`config.mk`:
```
export PLATFORM = sky130hd
export DESIGN_NAME = aes_key_expander_flat
export DESIGN_NICKNAME = d
export VERILOG_FILES = /design/src/rtl/aes_key_expander_if.sv /design/src/rtl/aes_key_expander.sv /design/src/flat_wrapper.sv
export SDC_FILE = /design/constraint.sdc
export NUM_CORES = 2
export LEC_CHECK = 0
export ABC_AREA = 0
export CAP_MARGIN = 10
export CORE_ASPECT_RATIO = 0.75
export CORE_UTILIZATION = 45
export CTS_BUF_LIST = sky130_fd_sc_hd__clkbuf_2 sky130_fd_sc_hd__clkbuf_4 sky130_fd_sc_hd__clkbuf_8
export CTS_CLUSTER_DIAMETER = 100
export DETAILED_ROUTE_END_ITERATION = 6
export MAX_ROUTING_LAYER = met4
export PLACE_DENSITY = 0.59
export SLEW_MARGIN = 0
export SYNTH_ARGS = -nofsm -noshare
export SYNTH_HDL_FRONTEND = slang
export SYNTH_SLANG_ARGS = --single-unit
```
`constraint.sdc`:
```
create_clock -name clock -period 11 [get_ports clock]
set_clock_uncertainty 0.05 [all_clocks]
set_input_delay 2.2 -clock clock [delete_from_list [all_inputs] [get_ports clock]]
set_output_delay 2.2 -clock clock [all_outputs]
set_load 0.01 [all_outputs]
```
`src/rtl/aes_key_expander_if.sv`:
```
// Key-schedule bus between the AES key expander and its consumers (round pipeline / control).
// The master starts expansions and selects a slot; the expander returns the slot contents and status.
interface aes_key_expander_if;
    logic         start;
    logic [127:0] cipherKey;
    logic [3:0]   rdRound;
    logic [127:0] rdKey;
    logic         busy;
    logic         keysReady;

    modport master (
        output start, cipherKey, rdRound,
        input  rdKey, busy, keysReady
    );

    modport slave (
        input  start, cipherKey, rdRound,
        output rdKey, busy, keysReady
    );
endinterface

```
`src/rtl/aes_key_expander.sv`:
```
// Iterative AES-128 key schedule: one round key per clock into a NUM_ROUNDS+1 slot store,
// read combinationally by slot index. Slots become readable as soon as they are written.
//
//  state    | meaning
//  ---------+--------------------------------------------------------------
//  S_IDLE   | no valid key set; waiting for start
//  S_EXPAND | writing slot r_count from slot r_count-1 each cycle
//  S_READY  | all slots valid; start restarts expansion
module aes_key_expander #(
    parameter int NUM_ROUNDS = 10
) (
    input  logic               clock,
    input  logic               reset_n,
    aes_key_expander_if.slave  kx
);

    localparam logic [1:0] S_IDLE   = 2'd0;
    localparam logic [1:0] S_EXPAND = 2'd1;
    localparam logic [1:0] S_READY  = 2'd2;
    localparam logic [3:0] LAST     = 4'(NUM_ROUNDS);

    // Forward S-box, byte 0x00 in the most significant byte.
    localparam logic [2047:0] SBOX = {
        128'h637c777bf26b6fc53001672bfed7ab76,
        128'hca82c97dfa5947f0add4a2af9ca472c0,
        128'hb7fd9326363ff7cc34a5e5f171d83115,
        128'h04c723c31896059a071280e2eb27b275,
        128'h09832c1a1b6e5aa0523bd6b329e32f84,
        128'h53d100ed20fcb15b6acbbe394a4c58cf,
        128'hd0efaafb434d338545f9027f503c9fa8,
        128'h51a3408f929d38f5bcb6da2110fff3d2,
        128'hcd0c13ec5f974417c4a77e3d645d1973,
        128'h60814fdc222a908846eeb814de5e0bdb,
        128'he0323a0a4906245cc2d3ac629195e479,
        128'he7c8376d8dd54ea96c56f4ea657aae08,
        128'hba78252e1ca6b4c6e8dd741f4bbd8b8a,
        128'h703eb5664803f60e613557b986c11d9e,
        128'he1f8981169d98e949b1e87e9ce5528df,
        128'h8ca1890dbfe6426841992d0fb054bb16
    };

    function automatic logic [7:0] f_sbox(input logic [7:0] b);
        logic [10:0] idx;
        idx = {~b, 3'b111};
        return SBOX[idx -: 8];
    endfunction

    logic [1:0]   r_state;
    logic [3:0]   r_count;
    logic [7:0]   r_rcon;
    logic [127:0] r_store [0:NUM_ROUNDS];

    logic [127:0] w_prev;
    logic [127:0] w_next;
    logic [127:0] w_rd;
    logic [31:0]  w_p0, w_p1, w_p2, w_p3;
    logic [31:0]  w_rot, w_sub;
    logic [31:0]  w_w0, w_w1, w_w2, w_w3;
    logic [7:0]   w_rcon_next;

    always_comb begin
        w_prev = '0;
        for (int k = 0; k < NUM_ROUNDS; k++) begin
            if (r_count == 4'(k + 1)) w_prev = r_store[k];
        end
    end

    assign {w_p0, w_p1, w_p2, w_p3} = w_prev;
    assign w_rot = {w_p3[23:0], w_p3[31:24]};
    assign w_sub = {f_sbox(w_rot[31:24]), f_sbox(w_rot[23:16]),
                    f_sbox(w_rot[15:8]),  f_sbox(w_rot[7:0])};
    assign w_w0   = w_p0 ^ w_sub ^ {r_rcon, 24'h0};
    assign w_w1   = w_w0 ^ w_p1;
    assign w_w2   = w_w1 ^ w_p2;
    assign w_w3   = w_w2 ^ w_p3;
    assign w_next = {w_w0, w_w1, w_w2, w_w3};

    assign w_rcon_next = {r_rcon[6:0], 1'b0} ^ (r_rcon[7] ? 8'h1b : 8'h00);

    always_ff @(posedge clock or negedge reset_n) begin
        if (!reset_n) begin
            r_state <= S_IDLE;
            r_count <= '0;
            r_rcon  <= 8'h01;
            for (int k = 0; k <= NUM_ROUNDS; k++) r_store[k] <= '0;
        end else begin
            case (r_state)
                S_IDLE, S_READY: begin
                    if (kx.start) begin
                        r_store[0] <= kx.cipherKey;
                        r_rcon     <= 8'h01;
                        r_count    <= 4'd1;
                        r_state    <= S_EXPAND;
                    end
                end
                S_EXPAND: begin
                    for (int k = 1; k <= NUM_ROUNDS; k++) begin
                        if (r_count == 4'(k)) r_store[k] <= w_next;
                    end
                    r_rcon <= w_rcon_next;
                    // Count parks on the last slot so it never exceeds NUM_ROUNDS.
                    if (r_count == LAST) r_state <= S_READY;
                    else                 r_count <= r_count + 4'd1;
                end
                default: r_state <= S_IDLE;
            endcase
        end
    end

    always_comb begin
        w_rd = '0;
        for (int k = 0; k <= NUM_ROUNDS; k++) begin
            if (kx.rdRound == 4'(k)) w_rd = r_store[k];
        end
    end

    assign kx.rdKey     = w_rd;
    assign kx.busy      = (r_state == S_EXPAND);
    assign kx.keysReady = (r_state == S_READY);

endmodule
```
`src/flat_wrapper.sv`:
```
// flat-port wrapper written by rule: the top's interface ports become plain ports
module aes_key_expander_flat 
#(
    parameter int NUM_ROUNDS = 10
)
  (clock, reset_n, kx_start, kx_cipherKey, kx_rdRound, kx_rdKey, kx_busy, kx_keysReady);
  aes_key_expander_if kx_i ();
  input  logic clock;
  input  logic reset_n;
  input wire logic [$bits(kx_i.start)-1:0] kx_start;
  input wire logic [$bits(kx_i.cipherKey)-1:0] kx_cipherKey;
  input wire logic [$bits(kx_i.rdRound)-1:0] kx_rdRound;
  output wire logic [$bits(kx_i.rdKey)-1:0] kx_rdKey;
  output wire logic [$bits(kx_i.busy)-1:0] kx_busy;
  output wire logic [$bits(kx_i.keysReady)-1:0] kx_keysReady;
  assign kx_i.start = kx_start;
  assign kx_i.cipherKey = kx_cipherKey;
  assign kx_i.rdRound = kx_rdRound;
  assign kx_rdKey = kx_i.rdKey;
  assign kx_busy = kx_i.busy;
  assign kx_keysReady = kx_i.keysReady;
  aes_key_expander #(.NUM_ROUNDS(NUM_ROUNDS)) u_core (.clock(clock), .reset_n(reset_n), .kx(kx_i));
endmodule
```
**Routing congestion map**

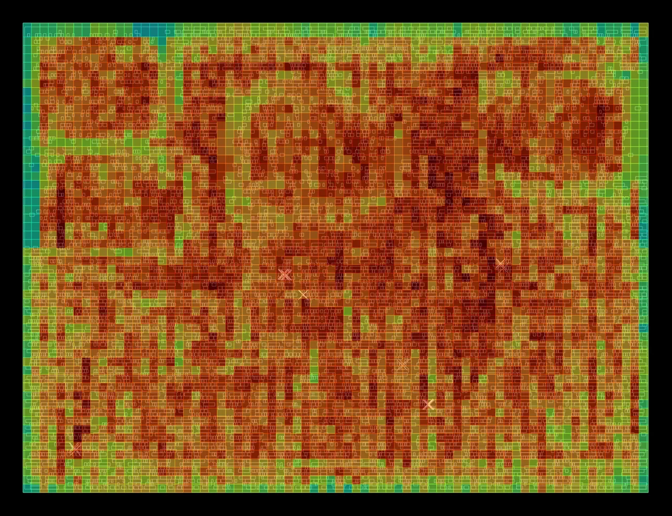
total routing usage reported by global routing: 47.5%
routing layer with the top usage in global route: met2

**Cells colored by class**

Scale bar: 200 um.
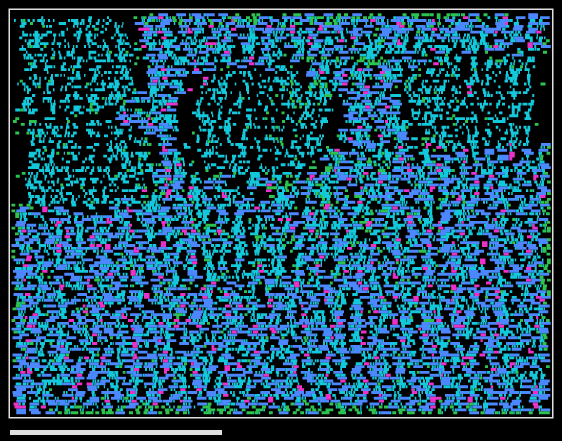
legend:
  all other logic:
    color: cyan
    cells: 8322
    share_of_their_area: 50%
  other buffers and delay cells:
    color: green
    cells: 696
    share_of_their_area: 6.6%
  flip-flops:
    color: blue
    cells: 1422
    share_of_their_area: 38%
  clock drivers and dummy loads:
    color: magenta
    cells: 417
    share_of_their_area: 5.4%
final cell utilization of the core: 50.8%
final instance area: 97800 um^2
flop share of the area: 36.4%

**Clock network drawn from the DEF**

Scale bar: 200 um.
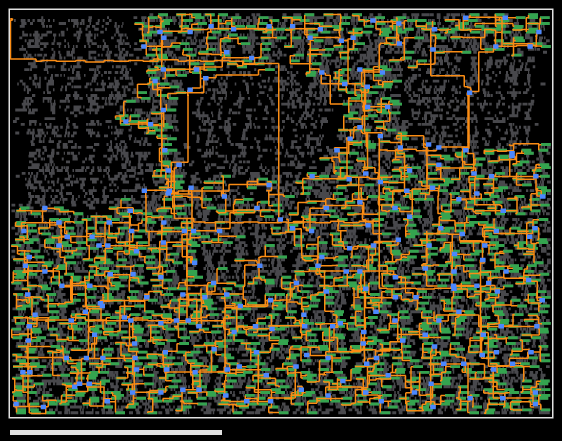
legend:
  flip-flops:
    color: green
    count: 1422
  clock wires:
    color: orange
    length: 21.7 mm
  cells driving clock nets:
    color: blue
    count: 237
flops lie: widely spread
latest clock arrival within the worst-skew pair: 1.05 ns

**Where the registers sit**

Scale bar: 200 um.
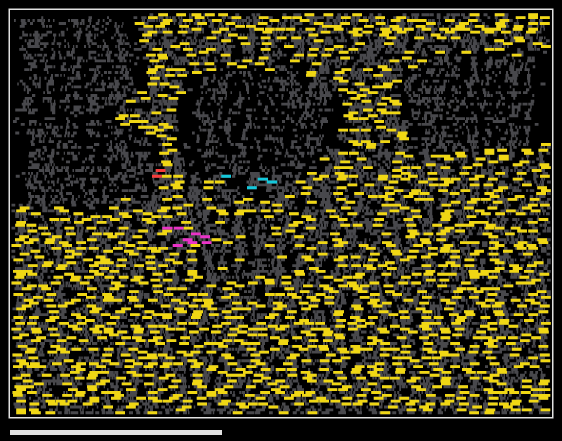
legend:
  u_core.r_state:
    color: red
    flops: 2
  u_core.r_store:
    color: yellow
    flops: 1408
    where: widely spread
  u_core.r_count:
    color: cyan
    flops: 4
    where: middle
  u_core.r_rcon:
    color: magenta
    flops: 8

==> synth_stat cells, drive strengths merged, types with 33 or more instances <==
library cell	count	share of area, %
nand2	2141	9.2
o21ai	1780	10
dfrtp	1421	41
clkbuf	709	3.0
nor2	705	3.1
a21oi	632	3.6
buf	393	2.7
a22oi	353	3.0
nand3	233	1.3
o211ai	220	1.9
a31oi	206	1.5
a211oi	205	1.8
a221oi	151	1.6
xnor2	138	1.8
nor3	131	0.77
o22ai	113	0.82
a222oi	109	1.2
a311oi	94	0.95
o311ai	70	0.73
xor2	68	0.77
o221ai	67	0.68
inv	61	0.26
ha	60	0.86
a221o	51	0.58
nand4	51	0.38
a22o	43	0.43
nor2b	42	0.30
nand3b	39	0.33
and3	36	0.26
o31ai	35	0.30
a2111oi	33	0.40
==> per-layer routing <==
layer	global-route usage (%)	share of wire, %	vias to the layer above
met3	17.6	15	1599
met1	61.5	39	45674
li1	-	-	39519
met5	-	0	-
met4	28.1	6.8	0
met2	62.6	39	7361
==> per-stage QoR <==
stage / hold slack [ns] / utilization (%) / instance area [um^2]
after floorplan: 0.400 / - / 87500
after global placement: 0.410 / 48.1 / 92500
after detailed placement: 0.420 / 48.1 / 92500
after CTS: 0.434 / 50.8 / 97600
after global routing: 0.448 / 50.8 / 97800
final: 0.432 / 50.8 / 97800
==> flip-flops by register name, indices dropped and copies added, names as in the netlist <==
| name | count |
|---|---|
| u_core.r_store | 1408 |
| u_core.r_rcon | 8 |
| u_core.r_count | 4 |
| u_core.r_state | 2 |
==> reports/summary.log <==
qor: routing.drt-pass1-iter-count 7
qor: routing.routed_wirelength 466000 um
qor: synthesis.yosys_cells 10846
qor: clocking.ctsResizeCount 0
qor: final_layout.layout-drive-gt1-share 10.3%
qor: final_layout.n_multi_input_combinational_cell 8258
qor: final_layout.layout_stage_area_growth_over_the_synthesis_result 11.7%
qor: setup_path.crit_path_top_delay_cell sky130_fd_sc_hd__nor3_1
qor: placement.place_inst 12972
qor: setup_path.cp_num_cells 21
qor: synthesis.xor_share 2.57%
qor: setup_path.crit_path_cell_chain inv_1 > ha_4 > nor4b_4 > buf_4 > o2bb2ai_1 > a221o_1 > nand2_1 > buf_4 > inv_1 > buf_4 > ha_1 > inv_1 > nor3_1 > nor3_1 > a311oi_1 > o21ai_0 > a311oi_1 > a221o_1 > xor2_1 > xor2_1 > o21ai_0
qor: clocking.number_of_buffers_added_to_fix_hold_violations_after_cts 0
qor: routing.drc 47
qor: routing.ant_nets 0
qor: global_routing.number_of_global_route_vias_before_repair 87551
qor: synthesis.yosys-stat-area 87500 um^2
qor: floorplan.fp_density 45.5%
qor: final_layout.layout.cells.most_common sky130_fd_sc_hd__nand2_1
qor: synthesis.synth_simple_gate_area_share 17.0%
qor: setup_path.worst-r2r-setup-slack 1.72 ns
qor: synthesis.compound_gate_fraction_of_synth_area 32.5%
qor: routing.route.detailed.wl_per_inst 34.7 um
qor: synthesis.postSynthSeqShare 40.7%
qor: synthesis.synth_nets 11041
qor: final_timing.period_used_share 84.3%
qor: clocking.cts_max_level 4
qor: final_timing.timing.final.hold_violations 0
qor: final_layout.num-fill-cells 18549
qor: floorplan.core_area 192000 um^2
qor: outcome.violated_checks DRC, capacitance limit, slew limit
qor: setup_path.timing.critical_path.buf_inv 6
qor: hold_path.whs_path_depth 2
qor: routing.detailedRoute.firstIterationViolations 16211
qor: final_layout.area_dominant_class combinational gates
qor: global_routing.grt_antenna_before_repair 28
qor: setup_path.worstPathRequired 11.80 ns
qor: setup_path.crit_path_start_kind flop
qor: synthesis.synthCells 10846
qor: placement.detailedPlace.worstSlack 2.01 ns
qor: final_layout.layout.non_clock_inverters 64
qor: final_layout.fin_nets 10874
qor: setup_path.worst-endpoint-arrival 10.08 ns
qor: global_routing.globalRoute.totalOverflow 0
qor: final_layout.layout.cells.most_common_list sky130_fd_sc_hd__nand2_1, sky130_fd_sc_hd__o21ai_0, sky130_fd_sc_hd__dfrtp_1, sky130_fd_sc_hd__nor2_1, sky130_fd_sc_hd__a21oi_1
qor: clocking.clk_pin_slew 0.07 ns
qor: setup_path.crit-reg2reg-capture u_core.r_store[468]
qor: clocking.numCtsBuffers 237
qor: final_layout.num-clock-buffers 370
qor: setup_path.slowest_stage_delay_cp 0.94 ns
qor: floorplan.pin_count 265
qor: synthesis.edf_count 0
qor: synthesis.ys_ff 1422
qor: final_layout.layout.sequential_cells 1422
qor: final_layout.comb_area 47300 um^2
qor: final_layout.antenna_cells_inserted 28
qor: final_timing.slew_viol_final 4
qor: synthesis.synth_cell_types 124
qor: final_timing.setup_viol 0
qor: run.max_cap_violations 1
qor: global_routing.grt_first_pass_wirelength 659000 um
qor: hold_path.holdCritPathClass reg2reg
qor: placement.finalWeightedCongestion 1.08
qor: synthesis.ys_sh_adder 0.858%
qor: final_layout.area_share_clock_buf_inv 5.23%
qor: setup_path.timing_worst_setup_path_type reg2reg
qor: final_layout.signal_buffers 696
qor: synthesis.synth_area 87500 um^2
qor: outcome.run_status complete, but fails checks
qor: final_timing.worst-slew-pin-transition 1.52 ns
qor: final_timing.min_period 9.28 ns
qor: setup_path.worst_r2r_path_depth 21
qor: setup_path.crit_fanout 37
qor: hold_path.worst_hold_path.endpoint u_core.r_store[8]
qor: setup_path.path_delay_family AND-OR/OR-AND gates
qor: synthesis.synth.mux.area_fraction 0.439%
qor: final_layout.proportion_of_cell_area_occupied_by_multi_input_gates 48.4%
qor: setup_path.worstReg2RegStart u_core.r_count[1]
qor: setup_path.critPathCaptureType flop
qor: placement.placement.io_buffers 264
qor: floorplan.rows 139
qor: final_timing.relSlewSlack -1.85%
qor: synthesis.synth-warning-count 0
qor: final_layout.final_cell_count_no_fill 13423
qor: global_routing.maximum_number_of_pins_on_one_net_before_global_route_repair 183
qor: final_timing.setup_total_neg_slack 0 ns
qor: floorplan.chipWidth 511 um
